### src/rtl/wb_traffic_pkg.sv
// wb_traffic_pkg: shared types and constants
// for the Wishbone traffic master.
package wb_traffic_pkg;

  localparam int ERRCNT_W = 16;

  localparam logic [1:0] MODE_INTERLEAVE = 2'd0;
  localparam logic [1:0] MODE_BLOCK      = 2'd1;
  localparam logic [1:0] MODE_WRITE      = 2'd2;
  localparam logic [1:0] MODE_READ       = 2'd3;

  typedef enum logic [1:0] {
    S_IDLE,
    S_REQ,
    S_WAIT,
    S_GAP
  } state_t;

  function automatic logic [ERRCNT_W-1:0] sat_inc(
    input logic [ERRCNT_W-1:0] v
  );
    return (&v) ? v : v + 1'b1;
  endfunction

endpackage

### src/rtl/wb_traffic_master_if.sv
// wb_traffic_master_if: Wishbone classic bus
// bundle with master and slave views.
interface wb_traffic_master_if #(
  parameter int DATA_WIDTH = 32,
  parameter int ADDR_WIDTH = 32
);

  logic                  cyc_o;
  logic                  stb_o;
  logic                  we_o;
  logic [ADDR_WIDTH-1:0] adr_o;
  logic [DATA_WIDTH-1:0] dat_o;
  logic [DATA_WIDTH-1:0] dat_i;
  logic                  ack_i;
  logic                  err_i;

  modport master (
    output cyc_o, stb_o, we_o, adr_o, dat_o,
    input  dat_i, ack_i, err_i
  );

  modport slave (
    input  cyc_o, stb_o, we_o, adr_o, dat_o,
    output dat_i, ack_i, err_i
  );

endinterface

### src/rtl/wb_pattern_gen.sv
// wb_pattern_gen: incremental address/data
// generator for the current word.
module wb_pattern_gen #(
  parameter int DATA_WIDTH = 32,
  parameter int ADDR_WIDTH = 32,
  parameter logic [ADDR_WIDTH-1:0] ADDR_BASE = '0,
  parameter logic [ADDR_WIDTH-1:0] ADDR_STRIDE = ADDR_WIDTH'(1),
  parameter logic [DATA_WIDTH-1:0] PATTERN_STEP =
    DATA_WIDTH'(32'h11111111)
) (
  input  logic                  clk,
  input  logic                  rst,
  input  logic                  load,
  input  logic                  rewind,
  input  logic                  step,
  input  logic [DATA_WIDTH-1:0] seed,
  output logic [ADDR_WIDTH-1:0] addr,
  output logic [DATA_WIDTH-1:0] data
);

  logic [DATA_WIDTH-1:0] seed_q;

  // Word 0 on load/rewind, then add stride and step per word.
  always_ff @(posedge clk) begin
    if (!rst) begin
      seed_q <= '0;
      addr   <= '0;
      data   <= '0;
    end else if (load) begin
      seed_q <= seed;
      addr   <= ADDR_BASE;
      data   <= seed;
    end else if (rewind) begin
      addr <= ADDR_BASE;
      data <= seed_q;
    end else if (step) begin
      addr <= addr + ADDR_STRIDE;
      data <= data + PATTERN_STEP;
    end
  end

endmodule

### src/rtl/wb_traffic_master.sv
// wb_traffic_master: Wishbone classic traffic
// generator and read-back checker.
module wb_traffic_master
  import wb_traffic_pkg::*;
#(
  parameter int DATA_WIDTH = 32,
  parameter int ADDR_WIDTH = 32,
  parameter int WORD_COUNT = 16,
  parameter logic [ADDR_WIDTH-1:0] ADDR_BASE = '0,
  parameter logic [ADDR_WIDTH-1:0] ADDR_STRIDE = ADDR_WIDTH'(1),
  parameter logic [DATA_WIDTH-1:0] PATTERN_STEP =
    DATA_WIDTH'(32'h11111111),
  parameter int TIMEOUT_CYCLES = 255
) (
  input  logic                  clk,
  input  logic                  rst,
  input  logic                  start,
  input  logic [1:0]            mode,
  input  logic [DATA_WIDTH-1:0] seed,
  wb_traffic_master_if.master   bus,
  output logic                  busy,
  output logic                  done,
  output logic [ERRCNT_W-1:0]   error_count,
  output logic                  timeout
);

  localparam int IDX_W = $clog2(WORD_COUNT);
  localparam int TO_W  = $clog2(TIMEOUT_CYCLES + 1);

  state_t                state;
  logic [1:0]            mode_q;
  logic                  op_we;
  logic [IDX_W-1:0]      idx;
  logic [TO_W-1:0]       tcnt;
  logic [ADDR_WIDTH-1:0] gen_addr;
  logic [DATA_WIDTH-1:0] gen_data;

  logic last;
  logic pair;
  logic term;
  logic rd_bad;
  logic gen_load;
  logic gen_step;
  logic gen_rewind;

  assign last = idx == IDX_W'(WORD_COUNT - 1);
  assign pair = (mode_q == MODE_INTERLEAVE) && op_we;
  assign term = bus.stb_o && (bus.ack_i || bus.err_i);
  assign rd_bad = !op_we && bus.ack_i
    && (bus.dat_i != gen_data);

  assign gen_load = (state == S_IDLE) && start;
  assign gen_step = (state == S_GAP) && !pair && !last;
  assign gen_rewind = (state == S_GAP) && !pair && last
    && (mode_q == MODE_BLOCK) && op_we;

  wb_pattern_gen #(
    .DATA_WIDTH   (DATA_WIDTH),
    .ADDR_WIDTH   (ADDR_WIDTH),
    .ADDR_BASE    (ADDR_BASE),
    .ADDR_STRIDE  (ADDR_STRIDE),
    .PATTERN_STEP (PATTERN_STEP)
  ) u_gen (
    .clk    (clk),
    .rst    (rst),
    .load   (gen_load),
    .rewind (gen_rewind),
    .step   (gen_step),
    .seed   (seed),
    .addr   (gen_addr),
    .data   (gen_data)
  );

  // Run sequencer: request, wait for termination, one idle gap.
  always_ff @(posedge clk) begin
    if (!rst) begin
      state       <= S_IDLE;
      mode_q      <= MODE_INTERLEAVE;
      op_we       <= 1'b0;
      idx         <= '0;
      tcnt        <= '0;
      bus.cyc_o   <= 1'b0;
      bus.stb_o   <= 1'b0;
      bus.we_o    <= 1'b0;
      bus.adr_o   <= '0;
      bus.dat_o   <= '0;
      busy        <= 1'b0;
      done        <= 1'b0;
      error_count <= '0;
      timeout     <= 1'b0;
    end else begin
      unique case (state)
        S_IDLE: begin
          if (start) begin
            mode_q      <= mode;
            op_we       <= mode != MODE_READ;
            idx         <= '0;
            busy        <= 1'b1;
            done        <= 1'b0;
            timeout     <= 1'b0;
            error_count <= '0;
            state       <= S_REQ;
          end
        end
        S_REQ: begin
          bus.cyc_o <= 1'b1;
          bus.stb_o <= 1'b1;
          bus.we_o  <= op_we;
          bus.adr_o <= gen_addr;
          if (op_we) bus.dat_o <= gen_data;
          tcnt  <= '0;
          state <= S_WAIT;
        end
        S_WAIT: begin
          if (term) begin
            bus.cyc_o <= 1'b0;
            bus.stb_o <= 1'b0;
            bus.we_o  <= 1'b0;
            if (bus.err_i || rd_bad)
              error_count <= sat_inc(error_count);
            state <= S_GAP;
          end else if (tcnt == TO_W'(TIMEOUT_CYCLES - 1)) begin
            bus.cyc_o <= 1'b0;
            bus.stb_o <= 1'b0;
            bus.we_o  <= 1'b0;
            timeout   <= 1'b1;
            done      <= 1'b1;
            busy      <= 1'b0;
            state     <= S_IDLE;
          end else begin
            tcnt <= tcnt + 1'b1;
          end
        end
        S_GAP: begin
          if (pair) begin
            op_we <= 1'b0;
            state <= S_REQ;
          end else if (!last) begin
            idx <= idx + 1'b1;
            if (mode_q == MODE_INTERLEAVE) op_we <= 1'b1;
            state <= S_REQ;
          end else if (mode_q == MODE_BLOCK && op_we) begin
            idx   <= '0;
            op_we <= 1'b0;
            state <= S_REQ;
          end else begin
            busy      <= 1'b0;
            done      <= 1'b1;
            bus.adr_o <= '0;
            state     <= S_IDLE;
          end
        end
        default: state <= S_IDLE;
      endcase
    end
  end

endmodule

### src/flat_wrapper.sv
// flat-port wrapper written by rule: the top's interface ports become plain ports
module wb_traffic_master_flat import wb_traffic_pkg::*;
#(
  parameter int DATA_WIDTH = 32,
  parameter int ADDR_WIDTH = 32,
  parameter int WORD_COUNT = 16,
  parameter logic [ADDR_WIDTH-1:0] ADDR_BASE = '0,
  parameter logic [ADDR_WIDTH-1:0] ADDR_STRIDE = ADDR_WIDTH'(1),
  parameter logic [DATA_WIDTH-1:0] PATTERN_STEP =
    DATA_WIDTH'(32'h11111111),
  parameter int TIMEOUT_CYCLES = 255
)
  (clk, rst, start, mode, seed, busy, done, error_count, timeout, bus_cyc_o, bus_stb_o, bus_we_o, bus_adr_o, bus_dat_o, bus_dat_i, bus_ack_i, bus_err_i);
  wb_traffic_master_if #(.DATA_WIDTH(DATA_WIDTH), .ADDR_WIDTH(ADDR_WIDTH)) bus_i ();
  input  logic clk;
  input  logic rst;
  input  logic start;
  input  logic [1:0] mode;
  input  logic [DATA_WIDTH-1:0] seed;
  output logic busy;
  output logic done;
  output logic [ERRCNT_W-1:0] error_count;
  output logic timeout;
  output wire logic [$bits(bus_i.cyc_o)-1:0] bus_cyc_o;
  output wire logic [$bits(bus_i.stb_o)-1:0] bus_stb_o;
  output wire logic [$bits(bus_i.we_o)-1:0] bus_we_o;
  output wire logic [$bits(bus_i.adr_o)-1:0] bus_adr_o;
  output wire logic [$bits(bus_i.dat_o)-1:0] bus_dat_o;
  input wire logic [$bits(bus_i.dat_i)-1:0] bus_dat_i;
  input wire logic [$bits(bus_i.ack_i)-1:0] bus_ack_i;
  input wire logic [$bits(bus_i.err_i)-1:0] bus_err_i;
  assign bus_cyc_o = bus_i.cyc_o;
  assign bus_stb_o = bus_i.stb_o;
  assign bus_we_o = bus_i.we_o;
  assign bus_adr_o = bus_i.adr_o;
  assign bus_dat_o = bus_i.dat_o;
  assign bus_i.dat_i = bus_dat_i;
  assign bus_i.ack_i = bus_ack_i;
  assign bus_i.err_i = bus_err_i;
  wb_traffic_master #(.DATA_WIDTH(DATA_WIDTH), .ADDR_WIDTH(ADDR_WIDTH), .WORD_COUNT(WORD_COUNT), .ADDR_BASE(ADDR_BASE), .ADDR_STRIDE(ADDR_STRIDE), .PATTERN_STEP(PATTERN_STEP), .TIMEOUT_CYCLES(TIMEOUT_CYCLES)) u_core (.clk(clk), .rst(rst), .start(start), .mode(mode), .seed(seed), .bus(bus_i), .busy(busy), .done(done), .error_count(error_count), .timeout(timeout));
endmodule
### config.mk
export PLATFORM = sky130hd
export DESIGN_NAME = wb_traffic_master_flat
export DESIGN_NICKNAME = d
export VERILOG_FILES = /design/src/rtl/wb_traffic_pkg.sv /design/src/rtl/wb_traffic_master_if.sv /design/src/rtl/wb_pattern_gen.sv /design/src/rtl/wb_traffic_master.sv /design/src/flat_wrapper.sv
export SDC_FILE = /design/constraint.sdc
export NUM_CORES = 1
export LEC_CHECK = 0
export ABC_AREA = 1
export CORE_MARGIN = 3
export CORE_UTILIZATION = 35
export DETAILED_ROUTE_END_ITERATION = 10
export DONT_BUFFER_PORTS = 1
export GPL_TIMING_DRIVEN = 0
export SLEW_MARGIN = 20
export SYNTH_ARGS = -nofsm -noshare
export SYNTH_HDL_FRONTEND = slang
export SYNTH_SLANG_ARGS = --single-unit
### constraint.sdc
create_clock -name clk -period 2.64 [get_ports clk]
set_clock_uncertainty 0.1 [all_clocks]
set_input_delay 0.396 -clock clk [delete_from_list [all_inputs] [get_ports clk]]
set_output_delay 0.396 -clock clk [all_outputs]
set_load 0.01 [all_outputs]
Fig. 1: cell outlines without signal wires
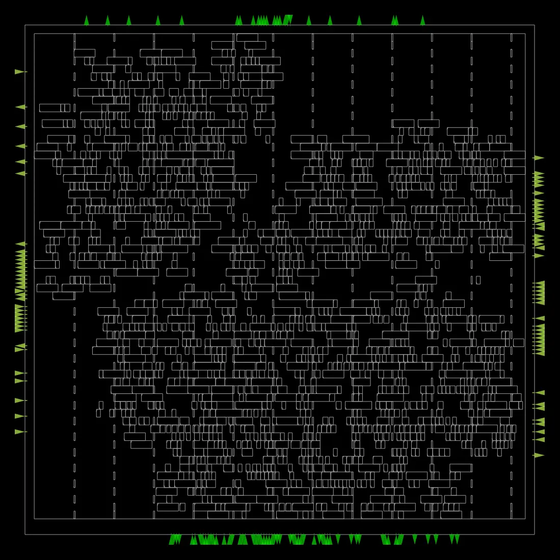
Fillers: 3024
core area: 28800 um2

Fig. 2: wires at chosen ports, followed through buffers
Scale: 1.5 px per um.
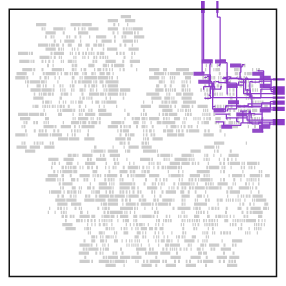
legend:
  purple:
    port: error_count
    bits: 16
    direction: output
    edge: 13 right, 3 top
    end_cells: 16
    buffers: 0
    wire: 853 um

Fig. 3: drive-strength map
Scale: 3 px per um.
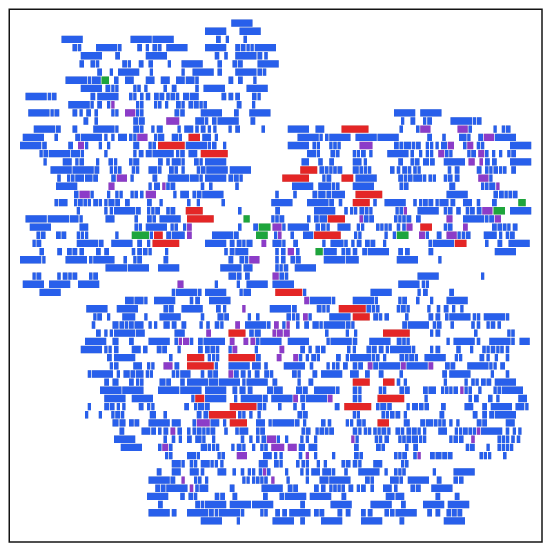
legend:
  red:
    size: drive 6 and up
    cells: 34
  green:
    size: drive 3 to 4
    cells: 9
  purple:
    size: drive 2
    cells: 83
  blue:
    size: drive 1 or less
    cells: 1408

Fig. 4: pin placement
Scale: 3 px per um. Pins as bars across the die edge, other pins in grey.
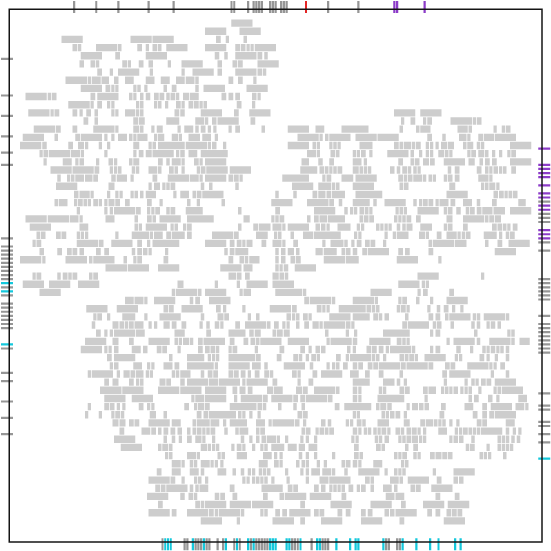
legend:
  cyan:
    port: bus_dat_o
    pins: 32
    direction: output
    edge: 28 bottom, 3 left, 1 right
  red:
    port: busy
    pins: 1
    direction: output
    edge: top
  purple:
    port: error_count
    pins: 16
    direction: output
    edge: 13 right, 3 top

Fig. 5: metal layers overlaid
Scale: 3 px per um. Two of the layers only.
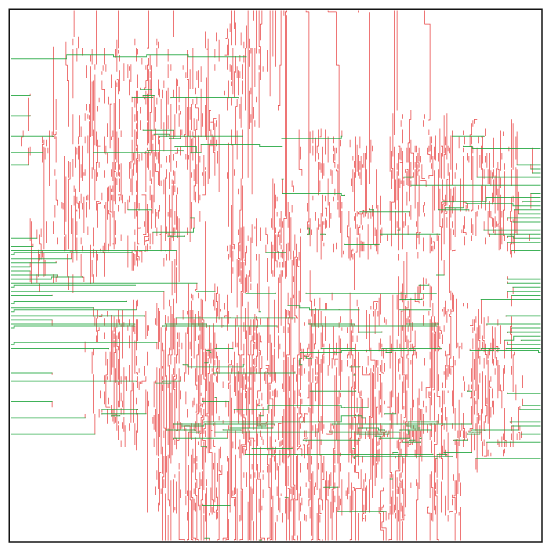
legend:
  red:
    layer: met2
    wire_length: 14500 um
  green:
    layer: met3
    wire_length: 2880 um
GRT Overall Usage: 0.204
Final Routed Wirelength: 32.4 mm
Via Count: 9965

cells by family after synthesis:
family | after synthesis | synth area share
fa+ha+maj | 10 | 0.0122
buf+inv | 207 | 0.0812
flops | 198 | 0.387
compound gates | 327 | 0.169
simple gates | 692 | 0.294
xor+xnor | 67 | 0.0573
metal layers:
metal	part of all wire	wire length, um	track usage
met4	0.016	514	0.0484
met5	0.00062	20	0
met3	0.089	2880	0.0628
met2	0.45	14500	0.316
met1	0.45	14500	0.277
path summary, 6_finish.rpt:
check	start	end	slack (ps)	depth (start not counted)
setup / recovery	u_core.state[1]	u_core.bus.dat_o[10]	140	8
hold / removal	seed[2]	u_core.u_gen.seed_q[2]	10	2
setup reg to reg	u_core.state[1]	u_core.bus.dat_o[10]	140	8
hold reg to reg	u_core.u_gen.seed_q[2]	u_core.u_gen.seed_q[2]	370	2
area by class of cell:
cell class / count / area (um2) / area share
timing repair buffer: 1 / 10.0 / 0.000880
tap: 384 / 480 / 0.0422
inverter: 133 / 503 / 0.0442
sequential: 198 / 3960 / 0.348
clock inverter: 15 / 209 / 0.0184
multi-input combinational: 1096 / 5450 / 0.479
clock buffer: 17 / 425 / 0.0374
buffer: 74 / 332 / 0.0291
per-stage QoR:
step                cells   util  worst slack, ps
detailed placement   1885  0.373              166
floorplan            1501      -              723
global route         1918  0.395             4.60
CTS                  1918  0.395              144
finish               1918  0.395              137
global placement     1885  0.373              199
sequential cells by signal (all words and copies together), names as in the netlist, 2 cells and up:
| register | count |
|---|---|
| u_core.state | 2 |
| u_core.idx | 4 |
| u_core.bus.dat_o | 32 |
| u_core.u_gen.seed_q | 32 |
| u_core.error_count | 16 |
| u_core.bus.adr_o | 32 |
| u_core.tcnt | 8 |
| u_core.mode_q | 2 |
| u_core.u_gen.data | 32 |
| u_core.u_gen.addr | 32 |
==> flow_summary.json <==
{
  "outcome": "completed",
  "power.density_nw_per_um2": 947,
  "tns_ps": 0,
  "die_w_um": 177,
  "openroad.warnings": 30,
  "fin_crit_sh": 0.948,
  "htreeDepth": 4,
  "cts_setup_buffers": 0,
  "p_comb_mw": 3.84,
  "power_leader": "sequential cells",
  "required_ps": 2920,
  "top_cell_area_share": 0.387,
  "p_int_mw": 6.03,
  "p_sw_frac": 0.440,
  "fp.dieH_um": 177,
  "hold_viol_final": 0,
  "ys.flop_type": "dfxtp_1",
  "ant_nets": 0,
  "synthToLayoutAreaGrowth_pct": 11.0,
  "period_needed_ps": 2500,
  "grt-ovfl-total": 0,
  "ys_ff": 198,
  "slew_viol_final": 0,
  "clk_latency_ps": 460,
  "rsz0062_at_grt": "false",
  "clk_path_buf_depth": 2,
  "first_iter_violations": 730,
  "n_antenna_cell": 0,
  "yosys_area_um2": 10200,
  "worst_pin_slew_ps": 818,
  "top_cells_by_count": "373 x nand2_1, 198 x dfxtp_1, 179 x a21oi_1",
  "max_slew_margin": 0.455,
  "largest_area_cell": "dfxtp_1",
  "synth.avg_cell_area_um2": 6.83,
  "dp_hpwl_mm": 24.6,
  "cp.arrival_ps": 2780,
  "rows": 62,
  "cts.sinks": 198,
  "async_reset_ff_frac": 0,
  "cp-start-kind": "flip-flop",
  "firstDrtPassIters": 5,
  "worst_hold_slack_ps": 14.9,
  "p_total_mw": 10.8,
  "max-vdd-ir-drop_v": 0.000450,
  "yosys_warnings": 0,
  "fmax_mhz": 400,
  "layout.cells.most_common": "nand2_1",
  "grt_max_degree": 24,
  "cts_buffers": 17,
  "hold_class": "input pin to flip-flop",
  "cts_tree": "built",
  "synth_dominant_cell_count": "nand2_1",
  "setup_viol": 0,
  "drc_errors": 0,
  "syn-num-nets": 1582,
  "place_area_um2": 10700,
  "pwr-share-comb": 0.356,
  "cp_top_family": "buffers and inverters",
  "topCellsByArea": "dfxtp_1 39%, nand2_1 14%, a21oi_1 8.7%, nor2_1 4.8%, nand3_1 4.7%",
  "port_buffers": 0,
  "fp_util": 0.356,
  "nets": 1602,
  "grt_pass1_wl_mm": 50.8,
  "synth_area_um2": 10200,
  "worstSetupPathType": "flip-flop to flip-flop",
  "grt_pass1_vias": 9246,
  "cp_max_fo": 10,
  "power_frac_seq": 0.384,
  "edf_count": 0,
  "ios": 157,
  "power_switching_mw": 4.74,
  "cts_resized": 0,
  "clock_power_share": 0.260,
  "vias_per_cell": 5.20,
  "path_clk_slew_ps": 80,
  "power.leakage_nw": 4.32,
  "hold_buffers": 1,
  "slowest_stage": "clkbuf_1",
  "antenna_found_initial": 1,
  "powerClk_mw": 2.80,
  "path_cells": "inv_1 -> ha_1 -> clkbuf_1 -> nand2_1 -> inv_1 -> clkbuf_1 -> o21ai_0 -> a21oi_1",
  "yosysUniqueCellTypes": 47,
  "gp_congestion": 0.935,
  "wl_per_cell_um": 16.9,
  "seq_power_mw": 4.14,
  "cpPeakStageDelay_ps": 470,
  "fin_area_um2": 11400,
  "ys_seq_frac": 0.387,
  "chip_area_um2": 31400,
  "netlist_instances": 1501,
  "crit_buf_inv": 4,
  "final_cell_mix": "373 x nand2_1, 198 x dfxtp_1, 178 x a21oi_1",
  "drive_gt1_frac": 0.0821,
  "ys_cells": 1501,
  "cts_root_buf": "clkbuf_16",
  "end_kind": "flip-flop",
  "cap_violations": 0
}
No activity file was given, so power comes from the tool's default toggle rates.
